==> images/util_map.png <==
21 x 23 tiles, from dark blue (low) to red (high), 0 to 100% covered.
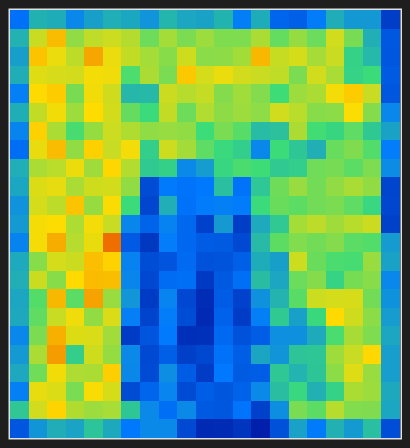
==> images/port_trees.png <==
Scale: 1 px per um.
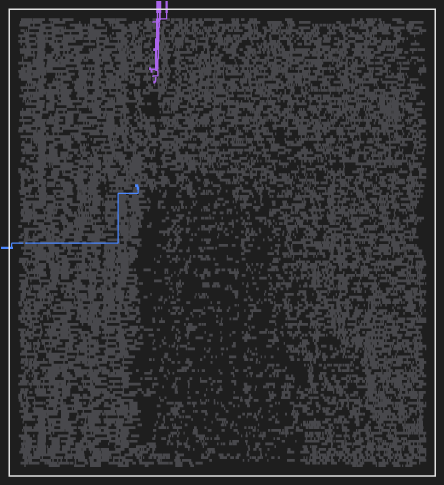
==> images/placed.png <==
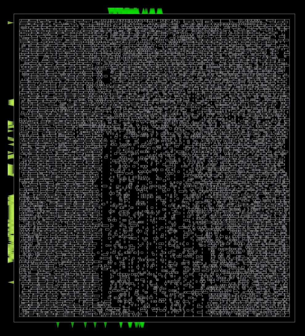
[src/rtl/bus_datapath_seq.sv]
// rtl/bus_datapath_seq.sv - register file, Y/Z staging, HI/LO and ALU on one bus
// A three-state sequencer runs one three-address ALU instruction per start/done handshake.
module bus_datapath_seq #(
    parameter int DATA_W   = 32,
    parameter int NUM_REGS = 16,
    parameter int ADDR_W   = 4,
    parameter int SH_W     = 5
) (
    input  logic              clk,
    input  logic              clr,
    input  logic              start,
    input  logic [3:0]        opcode,
    input  logic [ADDR_W-1:0] ra,
    input  logic [ADDR_W-1:0] rb,
    input  logic [ADDR_W-1:0] rc,
    input  logic              ba_mode,
    input  logic              ld_en,
    input  logic [ADDR_W-1:0] ld_addr,
    input  logic [DATA_W-1:0] ld_data,
    input  logic [ADDR_W-1:0] rd_addr,
    output logic [DATA_W-1:0] rd_data,
    output logic              busy,
    output logic              done,
    output logic [DATA_W-1:0] result,
    output logic [DATA_W-1:0] hi,
    output logic [DATA_W-1:0] lo
);
    typedef enum logic [1:0] {IDLE, T_A, T_B, T_WB} state_t;

    localparam logic [3:0] OP_ADD  = 4'd0;
    localparam logic [3:0] OP_SUB  = 4'd1;
    localparam logic [3:0] OP_AND  = 4'd2;
    localparam logic [3:0] OP_OR   = 4'd3;
    localparam logic [3:0] OP_SHR  = 4'd4;
    localparam logic [3:0] OP_SHRA = 4'd5;
    localparam logic [3:0] OP_SHL  = 4'd6;
    localparam logic [3:0] OP_ROR  = 4'd7;
    localparam logic [3:0] OP_ROL  = 4'd8;
    localparam logic [3:0] OP_NEG  = 4'd9;
    localparam logic [3:0] OP_NOT  = 4'd10;
    localparam logic [3:0] OP_MUL  = 4'd11;

    state_t            state;
    logic [DATA_W-1:0] regs [NUM_REGS];
    logic [3:0]        opReg;
    logic [ADDR_W-1:0] raReg, rbReg, rcReg;
    logic              baReg;
    logic [DATA_W-1:0] yReg, zHi, zLo;
    logic [DATA_W-1:0] busVal, aluHi, aluLo;
    logic [SH_W-1:0]   shAmt;
    logic [2*DATA_W-1:0] dblShr, dblShl, product;
    logic              isReserved;

    assign rd_data    = regs[rd_addr];
    assign isReserved = (opReg > OP_MUL);

    always_comb begin
        busVal = '0;
        case (state)
            T_A:     busVal = (baReg && rbReg == '0) ? '0 : regs[rbReg];
            T_B:     busVal = regs[rcReg];
            default: busVal = '0;
        endcase
    end

    // Rotates come from shifting a doubled copy of A; MUL sign-extends both operands to 2*DATA_W.
    assign shAmt   = busVal[SH_W-1:0];
    assign dblShr  = {yReg, yReg} >> shAmt;
    assign dblShl  = {yReg, yReg} << shAmt;
    assign product = $signed({{DATA_W{yReg[DATA_W-1]}}, yReg}) *
                     $signed({{DATA_W{busVal[DATA_W-1]}}, busVal});

    always_comb begin
        aluHi = '0;
        aluLo = '0;
        case (opReg)
            OP_ADD:  aluLo = yReg + busVal;
            OP_SUB:  aluLo = yReg - busVal;
            OP_AND:  aluLo = yReg & busVal;
            OP_OR:   aluLo = yReg | busVal;
            OP_SHR:  aluLo = yReg >> shAmt;
            OP_SHRA: aluLo = $signed(yReg) >>> shAmt;
            OP_SHL:  aluLo = yReg << shAmt;
            OP_ROR:  aluLo = dblShr[DATA_W-1:0];
            OP_ROL:  aluLo = dblShl[2*DATA_W-1:DATA_W];
            OP_NEG:  aluLo = '0 - busVal;
            OP_NOT:  aluLo = ~busVal;
            OP_MUL:  {aluHi, aluLo} = product;
            default: aluLo = '0;
        endcase
    end

    always_ff @(posedge clk) begin
        if (clr) begin
            for (int i = 0; i < NUM_REGS; i++) regs[i] <= '0;
            state  <= IDLE;
            opReg  <= '0;
            raReg  <= '0;
            rbReg  <= '0;
            rcReg  <= '0;
            baReg  <= 1'b0;
            yReg   <= '0;
            zHi    <= '0;
            zLo    <= '0;
            hi     <= '0;
            lo     <= '0;
            result <= '0;
            busy   <= 1'b0;
            done   <= 1'b0;
        end else begin
            done <= 1'b0;
            case (state)
                IDLE: begin
                    // A load in the accept cycle lands before T_A reads the file.
                    if (ld_en) regs[ld_addr] <= ld_data;
                    if (start) begin
                        opReg <= opcode;
                        raReg <= ra;
                        rbReg <= rb;
                        rcReg <= rc;
                        baReg <= ba_mode;
                        busy  <= 1'b1;
                        state <= T_A;
                    end
                end
                T_A: begin
                    yReg  <= busVal;
                    state <= T_B;
                end
                T_B: begin
                    zHi   <= aluHi;
                    zLo   <= aluLo;
                    state <= T_WB;
                end
                T_WB: begin
                    if (!isReserved) begin
                        if (opReg == OP_MUL) begin
                            hi <= zHi;
                            lo <= zLo;
                        end else begin
                            regs[raReg] <= zLo;
                        end
                        result <= zLo;
                    end
                    done  <= 1'b1;
                    busy  <= 1'b0;
                    state <= IDLE;
                end
                default: state <= IDLE;
            endcase
        end
    end
endmodule

[config.mk]
export PLATFORM = sky130hd
export DESIGN_NAME = bus_datapath_seq
export DESIGN_NICKNAME = d
export VERILOG_FILES = /design/src/rtl/bus_datapath_seq.sv
export SDC_FILE = /design/constraint.sdc
export NUM_CORES = 2
export LEC_CHECK = 0
export CORE_ASPECT_RATIO = 1.1
export CORE_MARGIN = 8
export CORE_UTILIZATION = 45
export DETAILED_ROUTE_END_ITERATION = 10
export GPL_TIMING_DRIVEN = 0
export MAX_ROUTING_LAYER = met4
export PLACE_DENSITY = 0.59
export SETUP_SLACK_MARGIN = 0.05
export SLEW_MARGIN = 10
export SYNTH_ARGS = -nofsm -noshare
export SYNTH_HDL_FRONTEND = slang
export SYNTH_SLANG_ARGS = --single-unit
[constraint.sdc]
create_clock -name clk -period 10.4 [get_ports clk]
set_input_delay 2.08 -clock clk [delete_from_list [all_inputs] [get_ports clk]]
set_output_delay 2.08 -clock clk [all_outputs]
set_load 0.02 [all_outputs]
==> impl_metrics.ini <==
; generated from flow reports
[route]
wire_per_inst_um = 39.7
drt_iter0_markers = 10200
wl_um = 450000
vias = 73800

[logic_synthesis]
syn-num-nets = 9675
top_cells_by_area = fa_1 26%, edfxtp_1 19%, mux4_2 12%
synth.mux.area_fraction_pct = 15.3
ys_sh_adder_pct = 30.6
yosys.area.top_type_share_pct = 26.3
synth_area_per_cell_sq_um = 10.0
synthAoiAreaFrac_pct = 8.26
ys_top_cells_by_count = 1375 x nor2_1, 1116 x inv_1, 1084 x fa_1
synth_seq_share_pct = 24.0
syn_area_sq_mm = 0.0826

[final_timing]
worst_slack_ps = -72.0
min_period_ps = 10470
setup_violations = 4
finalClockPeriodUsage_pct = 101
hold_ws_ps = 455
hold_violations = 0
setup-tns-final_ps = -127

[floorplan]
die_w_um = 424
fp_util_pct = 45.1
die_area_sq_mm = 0.197
rows = 165

[grt]
global_route.usage.met2_pct = 69.2
grt_busiest_layer = met2
met3_usage_pct = 13.1
grt_pass1_vias = 74100
grt_usage_pct = 46.3

[finish]
sh_seq_area_pct = 20.4
finalNonFillerCells = 11300
clock_buffers = 88
mostFrequentLayoutCells = 1340 x nor2_1, 1080 x inv_1, 1035 x fa_1, 904 x nand2_1, 512 x edfxtp_1
fin_area_sq_mm = 0.0970
flop_area_sq_mm = 0.0198
biggestCellCategory = multi-input combinational cells

[placement]
place_ws_ps = -4220
place.gp.congestion = 1.14
place_area_sq_mm = 0.0881

[clocking]
htree_levels = 3
ctsHoldBuffers = 0
cts_root_buf = clkbuf_16

[outcome]
violations = max-capacitance violations, negative setup slack
status = finished, violations left

[critical_path]
crit_top_cell = fa_1
critPathCapture = zHi[28]
r2r_cells = 31
crit_buf_inv = 10
worstPathArrival_ps = 11070
crit_path_max_fanout = 10

[flow_run]
warnings = 65
drv_cap = 1

[power]
p_leak_nw = 40.0
peakVddDrop_mv = 0.179
powerDensity_mw_per_mm2 = 155

[hold_path]
hold_class = flip-flop to flip-flop
About util_map.png:
5.8% of the tiles are over 75% full. The mean over all tiles is 48%. The fullest tile reaches 88%. The emptiest ninth of the die: bottom middle.

About port_trees.png:
Key: ra = purple [bits 4, direction input, edge top, end cells 4, wire 279 um]; ld_en = blue [bits 1, direction input, edge left, end cells 2, wire 189 um]

About placed.png:
Tap Count: 2421
FILL cells: 16.5k
Core Region: 0.183 sq mm

-- flip-flops by register name, indices dropped and copies added, names as in the netlist, named ones only --
register	flops
regs	512
hi	32
lo	32
result	32
yReg	32
zHi	32
zLo	32
opReg	4
raReg	4
rbReg	4
rcReg	4
state	2
baReg	1
busy	1
done	1
-- where the power goes --
group / total (W) / internal (W) / switching (W)
logic: 0.00847 / 0.00283 / 0.00564
registers: 0.00347 / 0.00328 / 0.000193
clock network: 0.00313 / 0.00171 / 0.00143
-- per-layer routing --
layer	up-vias	wire, um
li1	28700	-
met1	37400	147000
met2	5775	198000
met3	2046	49800
met5	-	0
met4	0	54600
Power figures rest on the tool's default switching activity, not on a simulated workload.
